--- src/rtl/bin_serializer.sv ---
`default_nettype none
// ============================================================================
//  Module   : bin_serializer
//  Purpose  : Buffers binary symbol words from the gray2bin chain in a small
//             FIFO and emits them as a 1-bit valid/ready stream, with a
//             sticky overflow flag for words dropped while the FIFO is full.
//  Revision : 1.0  initial release
// ============================================================================
module bin_serializer #(
    parameter int MODULATION_ORDER = 16,
    parameter int FIFO_DEPTH       = 4,
    parameter int MSB_FIRST        = 1
) (
    input  logic                                clk,
    input  logic                                rst_n,
    input  logic                                in_dv,
    input  logic [$clog2(MODULATION_ORDER)-1:0] in_binary_code,
    output logic                                out_bit,
    output logic                                out_valid,
    input  logic                                out_ready,
    output logic                                out_last,
    output logic [$clog2(FIFO_DEPTH):0]         level,
    output logic                                overflow,
    input  logic                                clr_overflow
);

    localparam int BITS    = $clog2(MODULATION_ORDER);
    localparam int c_ptr_w = $clog2(FIFO_DEPTH);
    localparam int c_lvl_w = c_ptr_w + 1;
    // A 1-bit symbol still needs a 1-bit counter that simply stays at zero.
    localparam int c_cnt_w = (BITS > 1) ? $clog2(BITS) : 1;

    typedef enum logic [0:0] {
        ST_IDLE  = 1'b0,
        ST_SHIFT = 1'b1
    } state_t;

    state_t                r_state;
    logic [BITS-1:0]       r_mem [FIFO_DEPTH];
    logic [c_ptr_w-1:0]    r_wr_ptr;
    logic [c_ptr_w-1:0]    r_rd_ptr;
    logic [c_lvl_w-1:0]    r_level;
    logic                  r_overflow;
    logic [BITS-1:0]       r_shift;
    logic [c_cnt_w-1:0]    r_cnt;

    logic                  w_empty;
    logic                  w_full;
    logic                  w_last;
    logic                  w_pop;
    logic                  w_push;
    logic                  w_drop;
    logic [BITS-1:0]       w_head;

    assign w_empty = (r_level == '0);
    assign w_full  = (r_level == c_lvl_w'(FIFO_DEPTH));
    assign w_last  = (r_cnt == c_cnt_w'(BITS - 1));
    assign w_head  = r_mem[r_rd_ptr];

    // The shifter takes a new word whenever it is empty, or when its final bit
    // is being accepted; the latter keeps back-to-back symbols gap-free.
    assign w_pop  = !w_empty &&
                    ((r_state == ST_IDLE) || (out_ready && w_last));
    // A pop in the same cycle frees a slot, so a full FIFO can still accept.
    assign w_push = in_dv && (!w_full || w_pop);
    assign w_drop = in_dv && w_full && !w_pop;

    // FIFO storage: data only, no reset needed since pointers gate validity.
    always_ff @(posedge clk) begin
        if (w_push) begin
            r_mem[r_wr_ptr] <= in_binary_code;
        end
    end

    // FIFO pointers, occupancy and the sticky overflow flag.
    always_ff @(posedge clk or negedge rst_n) begin
        if (!rst_n) begin
            r_wr_ptr   <= '0;
            r_rd_ptr   <= '0;
            r_level    <= '0;
            r_overflow <= 1'b0;
        end else begin
            if (w_push) begin
                r_wr_ptr <= r_wr_ptr + c_ptr_w'(1);
            end
            if (w_pop) begin
                r_rd_ptr <= r_rd_ptr + c_ptr_w'(1);
            end
            case ({w_push, w_pop})
                2'b10:   r_level <= r_level + c_lvl_w'(1);
                2'b01:   r_level <= r_level - c_lvl_w'(1);
                default: r_level <= r_level;
            endcase
            // A drop in the same cycle as a clear wins, so no loss goes unseen.
            if (w_drop) begin
                r_overflow <= 1'b1;
            end else if (clr_overflow) begin
                r_overflow <= 1'b0;
            end
        end
    end

    // Serialiser state machine: load, shift on handshake, hold on stall.
    always_ff @(posedge clk or negedge rst_n) begin
        if (!rst_n) begin
            r_state <= ST_IDLE;
            r_shift <= '0;
            r_cnt   <= '0;
        end else begin
            case (r_state)
                ST_IDLE: begin
                    if (!w_empty) begin
                        r_shift <= w_head;
                        r_cnt   <= '0;
                        r_state <= ST_SHIFT;
                    end
                end
                ST_SHIFT: begin
                    if (out_ready) begin
                        if (w_last) begin
                            if (!w_empty) begin
                                r_shift <= w_head;
                                r_cnt   <= '0;
                            end else begin
                                // Clearing the shifter keeps out_bit at 0 while idle.
                                r_shift <= '0;
                                r_cnt   <= '0;
                                r_state <= ST_IDLE;
                            end
                        end else begin
                            if (MSB_FIRST != 0) begin
                                r_shift <= r_shift << 1;
                            end else begin
                                r_shift <= r_shift >> 1;
                            end
                            r_cnt <= r_cnt + c_cnt_w'(1);
                        end
                    end
                end
                default: begin
                    r_state <= ST_IDLE;
                    r_shift <= '0;
                    r_cnt   <= '0;
                end
            endcase
        end
    end

    // The outgoing bit is the end of the shifter that bits leave from.
    generate
        if (MSB_FIRST != 0) begin : g_msb_first
            assign out_bit = r_shift[BITS-1];
        end else begin : g_lsb_first
            assign out_bit = r_shift[0];
        end
    endgenerate

    assign out_valid = (r_state == ST_SHIFT);
    assign out_last  = (r_state == ST_SHIFT) && w_last;
    assign level     = r_level;
    assign overflow  = r_overflow;

endmodule
`default_nettype wire
--- config.mk ---
export PLATFORM = sky130hd
export DESIGN_NAME = bin_serializer
export DESIGN_NICKNAME = d
export VERILOG_FILES = /design/src/rtl/bin_serializer.sv
export SDC_FILE = /design/constraint.sdc
export NUM_CORES = 1
export LEC_CHECK = 0
export ABC_AREA = 1
export CORE_MARGIN = 5
export CORE_UTILIZATION = 49
export CTS_CLUSTER_SIZE = 8
export DETAILED_ROUTE_END_ITERATION = 16
export PLACE_DENSITY = 0.74
export SLEW_MARGIN = 20
export SYNTH_ARGS = -nofsm -noshare
export SYNTH_HDL_FRONTEND = slang
export SYNTH_SLANG_ARGS = --single-unit
--- constraint.sdc ---
create_clock -name clk -period 1.6 [get_ports clk]
set_input_delay 0.32 -clock clk [delete_from_list [all_inputs] [get_ports clk]]
set_output_delay 0.32 -clock clk [all_outputs]
set_load 0.03 [all_outputs]
==> results.py <==
# Flow results
metrics = {
    "critical_path": {
        "slowest_stage": "dfrtp_1",
        "endpoint_kind": "output port",
        "r2r-end": "level[2]",
        "crit_arrival_ns": 1.25,
        "reg2reg_slack_ns": 0.04,
        "critical_path.max_stage_delay_ns": 0.42,
        "crit_type": "reg2out",
        "cp_max_fo": 2,
        "path_common_cell": "buf_6",
        "worstPathRequired_ns": 1.28,
    },
    "power_and_ir_drop": {
        "p_per_area_nw_per_um2": 1700,
        "p_leak_uw": 0.000833,
    },
    "floorplan": {
        "fp-utilization_pct": 51.8,
        "num_rows": 19,
        "dieWidth_um": 64.5,
    },
    "grt": {
        "grtUsageTotal_pct": 14.1,
        "overflow": 0,
        "antenna_found_initial": 0,
        "grt_max_degree": 16,
        "grt_pass1_wl_um": 4480,
    },
    "synth": {
        "syn_inst": 141,
        "synthesis.nets": 156,
        "ys_seq_share_pct": 58.9,
        "yosys.area.top_type_share_pct": 33.0,
        "syn_area_um2": 1450,
        "syn_avg_cell_area_um2": 10.3,
        "yosys_area_um2": 1450,
        "ys_warn_count": 0,
    },
    "finish": {
        "fin_util_pct": 66.3,
        "fin_nets": 190,
        "antenna_cells": 0,
    },
    "drt": {
        "wl_per_cell_um": 12.3,
        "first_pass_iters": 4,
    },
    "clock_network": {
        "cts_tree": "yes",
        "clk_pin_slew_ns": 0.09,
        "htreeDepth": 2,
        "cts-buffers-inserted": 5,
    },
    "placed_design": {
        "place_congestion": 0.792,
    },
    "sta": {
        "drv_slew": 0,
        "fmax_mhz": 636,
        "max-slew-margin-rel_pct": 78.5,
        "period_needed_ns": 1.57,
        "period_used_pct": 98.3,
        "setup_viol": 0,
    },
    "job": {
        "maxCapViolCount": 0,
        "log.warning_count": 31,
    },
    "outcome": {
        "run_status": "completed",
    },
    "min_path": {
        "hold_path_class": "in2async",
    },
}
-- cells in the mapped netlist --
cell,instances
a21oi_1,10
buf_2,1
dfrtp_1,15
edfxtp_1,16
fa_1,1
ha_1,5
inv_1,14
inv_2,3
inv_4,1
nand2_1,19
nand2_2,3
nand2_4,4
nand3_1,4
nand3_2,1
nand3b_2,1
nand4_1,1
nor2_1,26
nor2_4,1
o21ai_0,9
o21ai_1,1
o21ai_4,1
o22ai_1,1
xor2_1,3
-- worst max-delay path by stage --
stage / end / slack, ns / depth (start not counted)
after floorplan: level[2] / 0.01 / 11
after global placement: level[2] / -0.21 / 11
after detailed placement: level[2] / -0.25 / 11
after CTS: level[2] / -0.002 / 11
after global routing: level[2] / -0.05 / 11
final: out_last / 0.03 / 5
-- metrics by stage --
stage	worst slack, ns	power [uW]	area (um^2)	instances	setup TNS [ns]
2_1_floorplan	0.0126	2130	1460	141	0
3_3_place_gp	-0.214	2470	1700	194	-2.51
3_5_place_dp	-0.252	2520	1700	194	-2.89
4_1_cts	-0.00191	3120	1810	205	-0.00191
5_1_grt	-0.0540	3430	1860	207	-0.126
6_report	0.0272	3160	1860	207	0
-- layout make-up --
class	count	area [um^2]
Clock buffer	5	37.5
Clock inverter	3	38.8
Fill cell	228	946
Inverter	18	70.1
Multi-Input combinational cell	91	569
Sequential cell	31	860
Tap cell	31	38.8
Timing Repair Buffer	28	245
-- state kept, by name, summed over array words and instances, names as in the netlist --
name and flops:
r_rd_ptr 2, r_mem 16, out_valid 1, r_cnt 2
r_shift 4, level 3, r_wr_ptr 2, overflow 1
-- layer usage --
metal  wire length (um)  track usage [%]
met2               1250             22.4
met4                 29             4.75
met3                130             6.04
met5                  0                0
met1               1130             17.5
-- critical path, delay by kind of cell (launching register included) --
family	cells	cell delay, ns
flops	1	0.42
buf+inv	3	0.26
fa+ha+maj	1	0.19
simple gates	1	0.05
-- power breakdown --
group,switching (uW),total [uW],internal [uW]
registers,197,1290,1100
logic,770,1290,517
clock network,257,578,321
-- cell families after synthesis --
family                     Yosys count  share of synthesized area [%]
AOI/OAI and AO/OA                   22                           8.43
xor gates and xnor gates             3                           1.81
adders and majority gates            6                           5.68
buffers and inverters               19                           5.16
DFF                                 31                           58.9
and+or+nand+nor                     60                           20.1
-- repair_timing --
| item | in CTS | in global routing |
|---|---|---|
| hold buffers | 0 | 0 |
| gates resized | 9 | 11 |
| pin swaps | 1 | 5 |
| endpoints found under the setup margin | 8 | 15 |
| setup buffers | 3 | 2 |
Wires at chosen ports, followed through buffers:
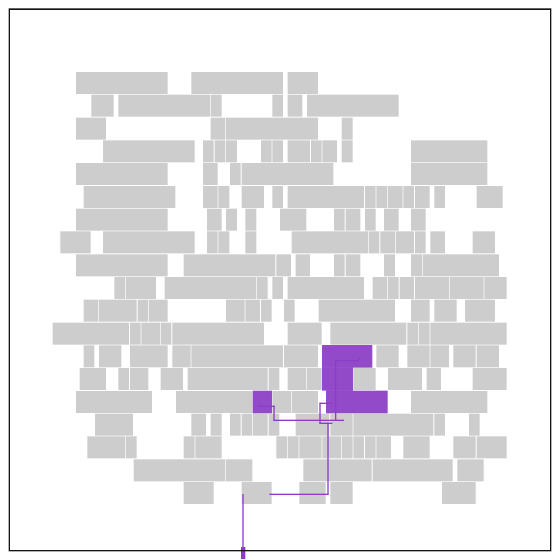
legend:
  purple:
    port: `in_dv`
    bits: 1
    direction: input
    edge: bottom
    end_cells: 4
    buffers: 2
    wire: 48.9 um
PortBufs: 15
# IOs: 16

Clock wiring as the flow saved it:
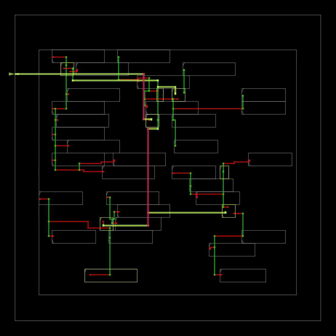
clk ins delay skew pair: 0.32 ns
P_clk: 578 uW
skew final: 0.00602 ns
clkbuf count: 5

Logic cells by family:
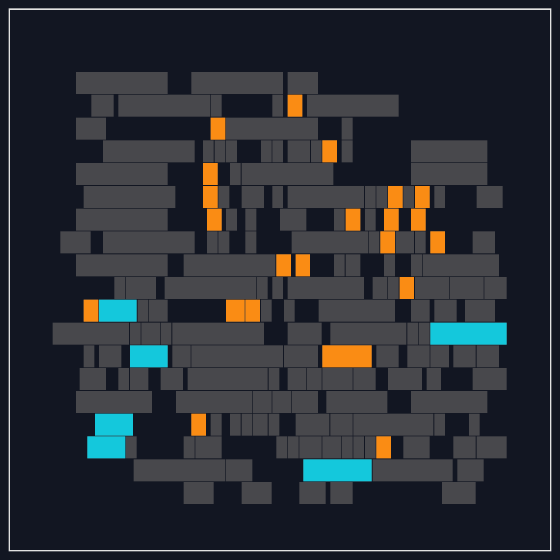
legend:
  orange:
    family: inverting AOI/OAI gates
    cells: 22
    most_used: a21oi_1
  cyan:
    family: adder and majority cells
    cells: 6
    most_used: ha_1

Routed clock nets over the placement:
Bar = 20 um.
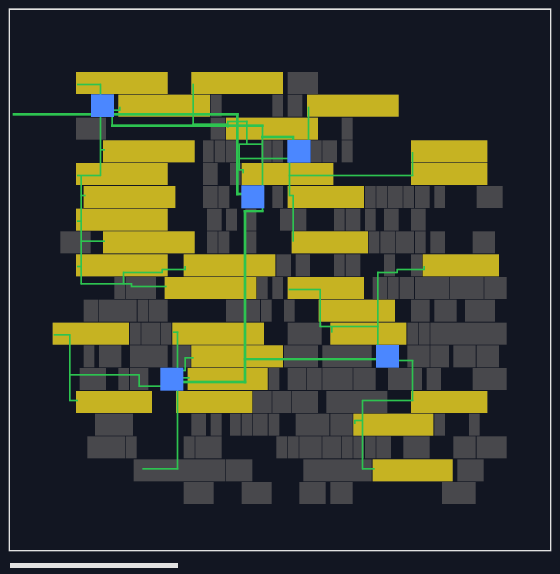
legend:
  yellow:
    item: flip-flops
    count: 31
  blue:
    item: cells driving clock nets
    count: 5
  green:
    item: clock wires
    length: 346 um
routed clock nets: 6

Wiring by layer:
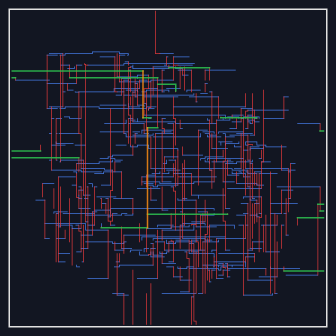
legend:
  orange:
    layer: met4
    wire_length: 29.9 um
  green:
    layer: met3
    wire_length: 131 um
  blue:
    layer: met1
    wire_length: 1,130 um
  red:
    layer: met2
    wire_length: 1,250 um
drt total wl: 2540 um
Via Count: 1,037

No activity file was given, so power comes from the tool's default toggle rates.
